==> config.mk <==
export PLATFORM = sky130hd
export DESIGN_NAME = csr_unit_mmode
export DESIGN_NICKNAME = d
export VERILOG_FILES = /design/src/rtl/csr_unit_mmode.sv
export SDC_FILE = /design/constraint.sdc
export NUM_CORES = 1
export LEC_CHECK = 0
export CAP_MARGIN = 20
export CORE_MARGIN = 2
export CORE_UTILIZATION = 60
export DETAILED_ROUTE_END_ITERATION = 10
export PLACE_DENSITY = 0.85
export SLEW_MARGIN = 10
export SYNTH_ARGS = -nofsm -noshare
export SYNTH_HDL_FRONTEND = slang
export SYNTH_SLANG_ARGS = --single-unit
==> constraint.sdc <==
create_clock -name clk -period 13.4 [get_ports clk]
set_input_delay 1.34 -clock clk [delete_from_list [all_inputs] [get_ports clk]]
set_output_delay 1.34 -clock clk [all_outputs]
set_load 0.02 [all_outputs]
==> src/rtl/csr_unit_mmode.sv <==
// Machine-mode CSR unit: defined M-mode CSRs, 64-bit counters,
// trap/mret status updates and illegal-access detection.
module csr_unit_mmode #(
  parameter int          CNT_W       = 64,
  parameter logic [31:0] MTVEC_RESET = 32'h0,
  parameter logic [31:0] HART_ID     = 32'h0
) (
  input  logic        clk,
  input  logic        rst,
  input  logic [11:0] csr_addr,
  input  logic [2:0]  csr_op,
  input  logic [31:0] reg_data,
  input  logic [4:0]  zimm,
  input  logic        instr_retire,
  input  logic        trap_valid,
  input  logic [31:0] trap_pc,
  input  logic [31:0] trap_cause,
  input  logic        mret_valid,
  output logic [31:0] csr_rdata,
  output logic        csr_illegal,
  output logic [31:0] trap_vector,
  output logic [31:0] epc_out,
  output logic        irq_en
);

  localparam logic [2:0] NOTCSR_T = 3'b000;
  localparam logic [2:0] CSRRW_T  = 3'b001;
  localparam logic [2:0] CSRRS_T  = 3'b010;
  localparam logic [2:0] CSRRC_T  = 3'b011;
  localparam logic [2:0] CSRRWI_T = 3'b101;
  localparam logic [2:0] CSRRSI_T = 3'b110;
  localparam logic [2:0] CSRRCI_T = 3'b111;

  localparam logic [31:0] TVEC_RST = MTVEC_RESET & ~32'h3;

  localparam logic [11:0] A_MSTATUS  = 12'h300;
  localparam logic [11:0] A_MIE      = 12'h304;
  localparam logic [11:0] A_MTVEC    = 12'h305;
  localparam logic [11:0] A_MSCRATCH = 12'h340;
  localparam logic [11:0] A_MEPC     = 12'h341;
  localparam logic [11:0] A_MCAUSE   = 12'h342;
  localparam logic [11:0] A_MCYCLE   = 12'hB00;
  localparam logic [11:0] A_MINSTRET = 12'hB02;
  localparam logic [11:0] A_MCYCLEH  = 12'hB80;
  localparam logic [11:0] A_MINSTRH  = 12'hB82;
  localparam logic [11:0] A_CYCLE    = 12'hC00;
  localparam logic [11:0] A_INSTRET  = 12'hC02;
  localparam logic [11:0] A_CYCLEH   = 12'hC80;
  localparam logic [11:0] A_INSTRH   = 12'hC82;
  localparam logic [11:0] A_MHARTID  = 12'hF14;

  logic             st_mie;
  logic             st_mpie;
  logic [31:0]      mie_q;
  logic [31:0]      mtvec_q;
  logic [31:0]      mscratch_q;
  logic [31:0]      mepc_q;
  logic [31:0]      mcause_q;
  logic [CNT_W-1:0] mcycle_q;
  logic [CNT_W-1:0] minstret_q;

  logic             is_csr;
  logic             op_rw;
  logic             op_rs;
  logic             op_rc;
  logic [31:0]      src;
  logic [31:0]      old_val;
  logic             hit;
  logic             wr_req;
  logic             read_only;
  logic             illegal;
  logic             do_write;
  logic [31:0]      wdata;
  logic [31:0]      mstatus_val;
  logic [31:0]      cyc_hi;
  logic [31:0]      ret_hi;
  logic [CNT_W-1:0] cyc_nxt;
  logic [CNT_W-1:0] ret_nxt;

  always_comb begin
    is_csr = 1'b1;
    op_rw  = 1'b0;
    op_rs  = 1'b0;
    op_rc  = 1'b0;
    case (csr_op)
      CSRRW_T, CSRRWI_T: op_rw = 1'b1;
      CSRRS_T, CSRRSI_T: op_rs = 1'b1;
      CSRRC_T, CSRRCI_T: op_rc = 1'b1;
      NOTCSR_T:          is_csr = 1'b0;
      default:           is_csr = 1'b0;
    endcase
  end

  assign src = csr_op[2] ? {27'b0, zimm} : reg_data;

  // MPP is hardwired to M-mode; only MIE/MPIE are state
  assign mstatus_val = {19'b0, 2'b11, 3'b0, st_mpie,
                        3'b0, st_mie, 3'b0};

  assign cyc_hi = 32'(mcycle_q >> 32);
  assign ret_hi = 32'(minstret_q >> 32);

  always_comb begin
    hit     = 1'b1;
    old_val = 32'h0;
    case (csr_addr)
      A_MSTATUS:            old_val = mstatus_val;
      A_MIE:                old_val = mie_q;
      A_MTVEC:              old_val = mtvec_q;
      A_MSCRATCH:           old_val = mscratch_q;
      A_MEPC:               old_val = mepc_q;
      A_MCAUSE:             old_val = mcause_q;
      A_MCYCLE, A_CYCLE:    old_val = mcycle_q[31:0];
      A_MCYCLEH, A_CYCLEH:  old_val = cyc_hi;
      A_MINSTRET, A_INSTRET: old_val = minstret_q[31:0];
      A_MINSTRH, A_INSTRH:  old_val = ret_hi;
      A_MHARTID:            old_val = HART_ID;
      default:              hit = 1'b0;
    endcase
  end

  assign wr_req    = is_csr & (op_rw | (src != 32'h0));
  assign read_only = (csr_addr[11:10] == 2'b11);
  assign illegal   = is_csr & (~hit | (read_only & wr_req));
  assign do_write  = wr_req & ~illegal & ~trap_valid & ~mret_valid;

  always_comb begin
    wdata = src;
    unique case (1'b1)
      op_rs:   wdata = old_val | src;
      op_rc:   wdata = old_val & ~src;
      default: wdata = src;
    endcase
  end

  assign csr_rdata   = (is_csr & ~illegal) ? old_val : 32'h0;
  assign csr_illegal = illegal;
  assign trap_vector = mtvec_q;
  assign epc_out     = mepc_q;
  assign irq_en      = st_mie;

  // A written half takes the new value and suppresses the increment
  always_comb begin
    cyc_nxt = mcycle_q + CNT_W'(1);
    if (do_write && csr_addr == A_MCYCLE)
      cyc_nxt = {mcycle_q[CNT_W-1:32], wdata};
    else if (do_write && csr_addr == A_MCYCLEH)
      cyc_nxt = {wdata[CNT_W-33:0], mcycle_q[31:0]};
  end

  always_comb begin
    ret_nxt = minstret_q + (instr_retire ? CNT_W'(1) : CNT_W'(0));
    if (do_write && csr_addr == A_MINSTRET)
      ret_nxt = {minstret_q[CNT_W-1:32], wdata};
    else if (do_write && csr_addr == A_MINSTRH)
      ret_nxt = {wdata[CNT_W-33:0], minstret_q[31:0]};
  end

  always_ff @(posedge clk or posedge rst) begin
    if (rst) begin
      mcycle_q   <= '0;
      minstret_q <= '0;
    end else begin
      mcycle_q   <= cyc_nxt;
      minstret_q <= ret_nxt;
    end
  end

  always_ff @(posedge clk or posedge rst) begin
    if (rst) begin
      st_mie     <= 1'b0;
      st_mpie    <= 1'b0;
      mie_q      <= 32'h0;
      mtvec_q    <= TVEC_RST;
      mscratch_q <= 32'h0;
      mepc_q     <= 32'h0;
      mcause_q   <= 32'h0;
    end else if (trap_valid) begin
      mepc_q   <= trap_pc & ~32'h3;
      mcause_q <= trap_cause;
      st_mpie  <= st_mie;
      st_mie   <= 1'b0;
    end else if (mret_valid) begin
      st_mie  <= st_mpie;
      st_mpie <= 1'b1;
    end else if (do_write) begin
      case (csr_addr)
        A_MSTATUS: begin
          st_mie  <= wdata[3];
          st_mpie <= wdata[7];
        end
        A_MIE:      mie_q      <= wdata;
        A_MTVEC:    mtvec_q    <= wdata & ~32'h3;
        A_MSCRATCH: mscratch_q <= wdata;
        A_MEPC:     mepc_q     <= wdata & ~32'h3;
        A_MCAUSE:   mcause_q   <= wdata;
        default:    ;
      endcase
    end
  end

endmodule

==> run_results.csv <==
group,metric,value,unit
pwr,power.switching_fraction,27.8,%
logic_synthesis,synth-area-yosys,0.0173,mm2
drt,routedWlPerCell,31.9,um
logic_synthesis,ys_sh_aoi,23.5,%
setup_path,delay_contributed_by_the_slowest_stage_of_the_critical_path,0.68,ns
logic_synthesis,synth.largest_area_cell,"dfrtp_1",
placed_design,globalplace.congestion,1.05,
logic_synthesis,area_leaders,"dfrtp_1 (41%), o21ai_0 (6.7%), mux2i_1 (6.1%), nand2_1 (4.2%), a21oi_1 (3.5%)",
logic_synthesis,xor_area_share,2.73,%
min_path,min_delay_path_depth,2,
pwr,ir_worst_vdd,118,uV
pwr,pg_clk,980,uW
grt,initial_antenna_violation_count,5,
run,warnings,40,
grt,grt_pass1_wl,117000,um
pwr,power.net_switching,617,uW
placed_design,dp.final_hpwl,55700,um
grt,grt_max_degree,159,
pwr,share_clk_of_total_power,44.2,%
timing,fin_setup_tns,0,ns
setup_path,worstSetupStartpoint,"csr_addr[10]",
logic_synthesis,post_synth_num_cell_types,89,
clocking,postCtsSetupRepairBufs,0,
logic_synthesis,yosys_synthesis_warning_count,0,
setup_path,worstReg2RegStart,"mcycle_q[9]",
clocking,cts_max_level,1,
clocking,clk_root_buffer_cell,"clkbuf_16",
pwr,cellPowerDensity,105,mW/mm2
floorplanning,pin_count,219,
clocking,cts_made_buffers,31,
clocking,cts.reportedPaths.clkPinSlew,0.06,ns
drt,postRouteAntennaNets,0,
run,drv.max_cap_violation_count,0,
timing,fmax,137,MHz
setup_path,critical_path.slowest_cell,"clkdlybuf4s50_1",
setup_path,setup.reg_to_reg.worst_slack,9.99,ns
logic_synthesis,synth_area_per_cell,8.86,um2
pwr,cell_internal_pwr,1600,uW
clocking,clock_insertion_delay_worst_skew,0.59,ns
logic_synthesis,yosysMostFrequentCell,"dfrtp_1",
pwr,power.share.combinational,12.6,%
placed_design,port-buffer-count,212,
layout,biggestRegsByFlops,"mcycle_q (64), minstret_q (64)",
setup_path,setup.worst_path.class,"input port to output pin",
timing,timing.slew.headroom,14.4,%
timing,fin_crit,7.28,ns
setup_path,wp_data_required,12.06,ns
logic_synthesis,ys_sh_adder,0.217,%
floorplanning,fp_util,60.7,%
logic_synthesis,syn-cell-area,0.0173,mm2
clocking,cts_num_sinks,286,
drt,detail_route.first_pass.iterations,7,
clocking,cts-resized-gates,0,
outcome,run_status,"completed",
logic_synthesis,postSynth.topFlopCell,"dfrtp_1",
setup_path,critical_path.endpoint,"csr_rdata[10]",
setup_path,worstRegToRegCells,8,
logic_synthesis,mux_area_share,7.30,%
pwr,largestPowerGroup,"the clock network",
layout,num-nets-final,2238,
grt,vias_in_the_first_global_route,18166,
min_path,holdCritPathClass,"flip-flop to flip-flop",
placed_design,numPlacedInstances,2461,
timing,finalClockSkew,0.00921,ns
placed_design,area_after_detailed_placement,0.0199,mm2
min_path,worstHoldStart,"mie_q[21]",
logic_synthesis,syn-instance-count,1956,
logic_synthesis,synth.logic.top_family,"AND-OR/OR-AND gates",
logic_synthesis,ys_ff,286,
layout,fillerInstances,2026,
drt,drt_iter0_markers,3401,
floorplanning,design.die.area,0.0303,mm2
floorplanning,die.size.y,174,um
drt,avgViaCountPerCell,7.63,
grt,globalRouteOverflowTotal,0,
timing,rsz0062_at_grt,"no",
floorplanning,chipWidth,174,um
drt,drc,0,
routing by layer:
layer	vias to the layer above	track usage, %	wire length (um)	part of all wire [%]
met5	-	0	7	0.0087
met1	9190	64.9	27200	34
met2	1891	75.3	33400	41
met4	2	35.6	7280	9.0
li1	7679	-	-	-
met3	537	19.1	12700	16
critical path, delay by kind of cell:
kind / cells / cell delay [ns]
buf+inv: 4 / 1.64
compound gates: 4 / 1.36
simple gates: 3 / 1.57
area by class of cell:
class                   instances  share of cell area, %
inverters                      22                  0.426
clock inverters                15                   1.23
repair buffers                263                   11.9
flip-flops and latches        286                   33.9
clock buffers                  42                   4.20
diodes                          7                 0.0828
multi-input cells            1510                   46.0
well taps                     384                   2.27
**Cells colored by class**

The bar under the picture is 50 um long.
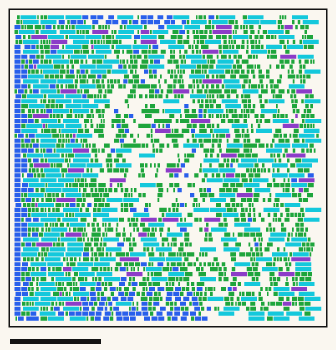
class	color	cells	share of their area
clock drivers and dummy loads	purple	57	5.6%
flops	cyan	286	35%
other buffers and delay cells	blue	263	12%
combinational and other logic	green	1532	48%
core outline area: 0.0285 mm2
final design utilization: 74.1%
post-route cell area: 0.0211 mm2

**Sequential cells colored by netlist name**

The bar under the picture is 50 um long. Other sequential cells in the stronger gray, the rest of the logic in the fainter gray.
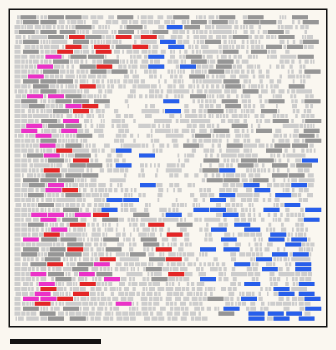
netlist name	color	sequential cells
mcycle_q	blue	64
mie_q	red	32
epc_out	magenta	30
not colored	160
Sequential Power: 959 uW
flop share of the area: 33.9%
register area: 0.00716 mm2

**Drive-strength map**

The bar under the picture is 50 um long.
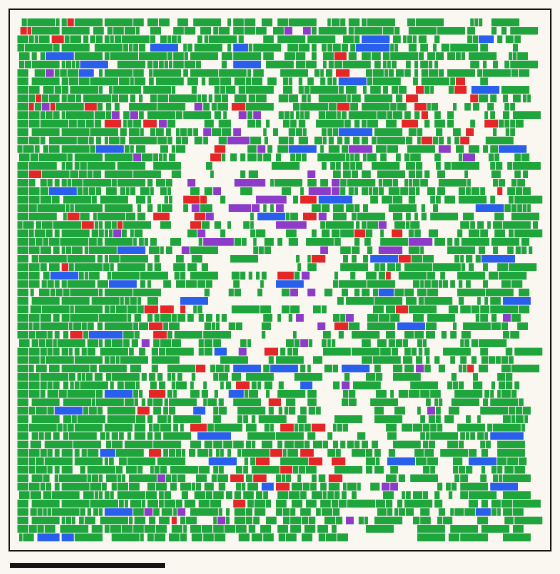
size	color	cells
_3 and _4 cells	purple	61
_2 cells	red	78
_0 and _1 cells	green	1948
_6 and larger	blue	51
slack of the critical path: 6.12 ns
Repair and plain buffers: 263
area grow syn2layout: 22.0%

**Gate families picked out**

The bar under the picture is 50 um long.
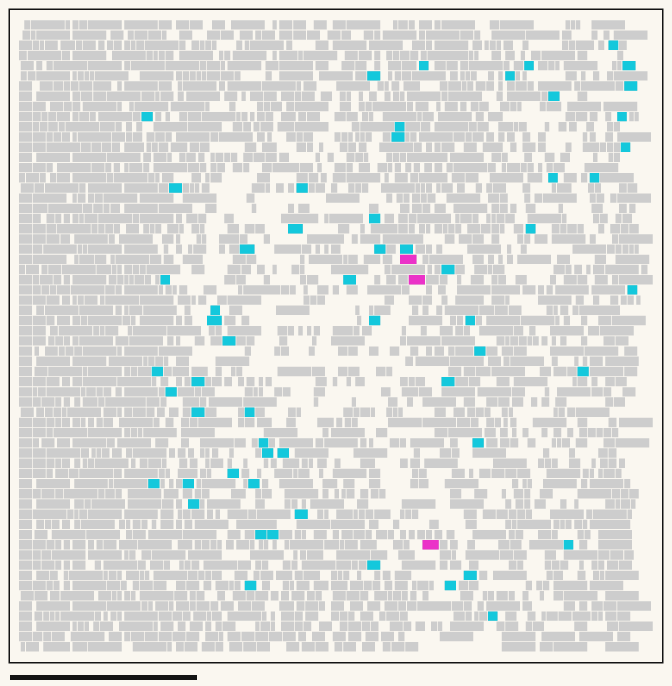
family	color	cells
AND-OR and OR-AND gates	cyan	58
adder and majority cells	magenta	3
multi-input logic portion of the cell area: 46.0%
Final Non-Filler Cells: 2529
most numerous logic cell after layout: dfrtp_1

**Congestion heat map**

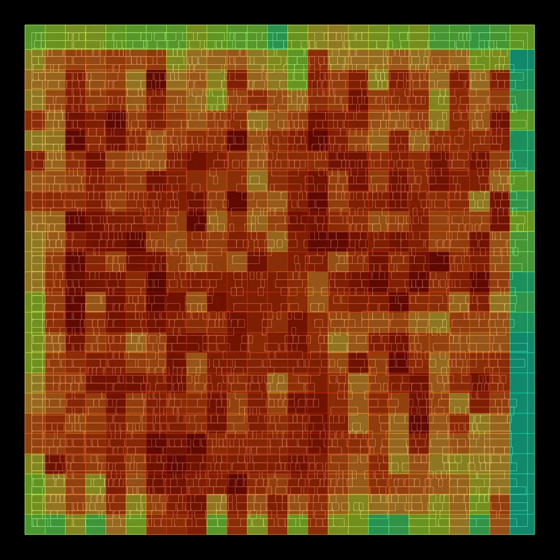
most heavily used metal layer in global routing: met2
met3 GRT Util: 19.1%
total routing usage reported by global routing: 52.0%
met2 Track Usage GR: 75.3%

Power figures rest on the tool's default switching activity, not on a simulated workload.
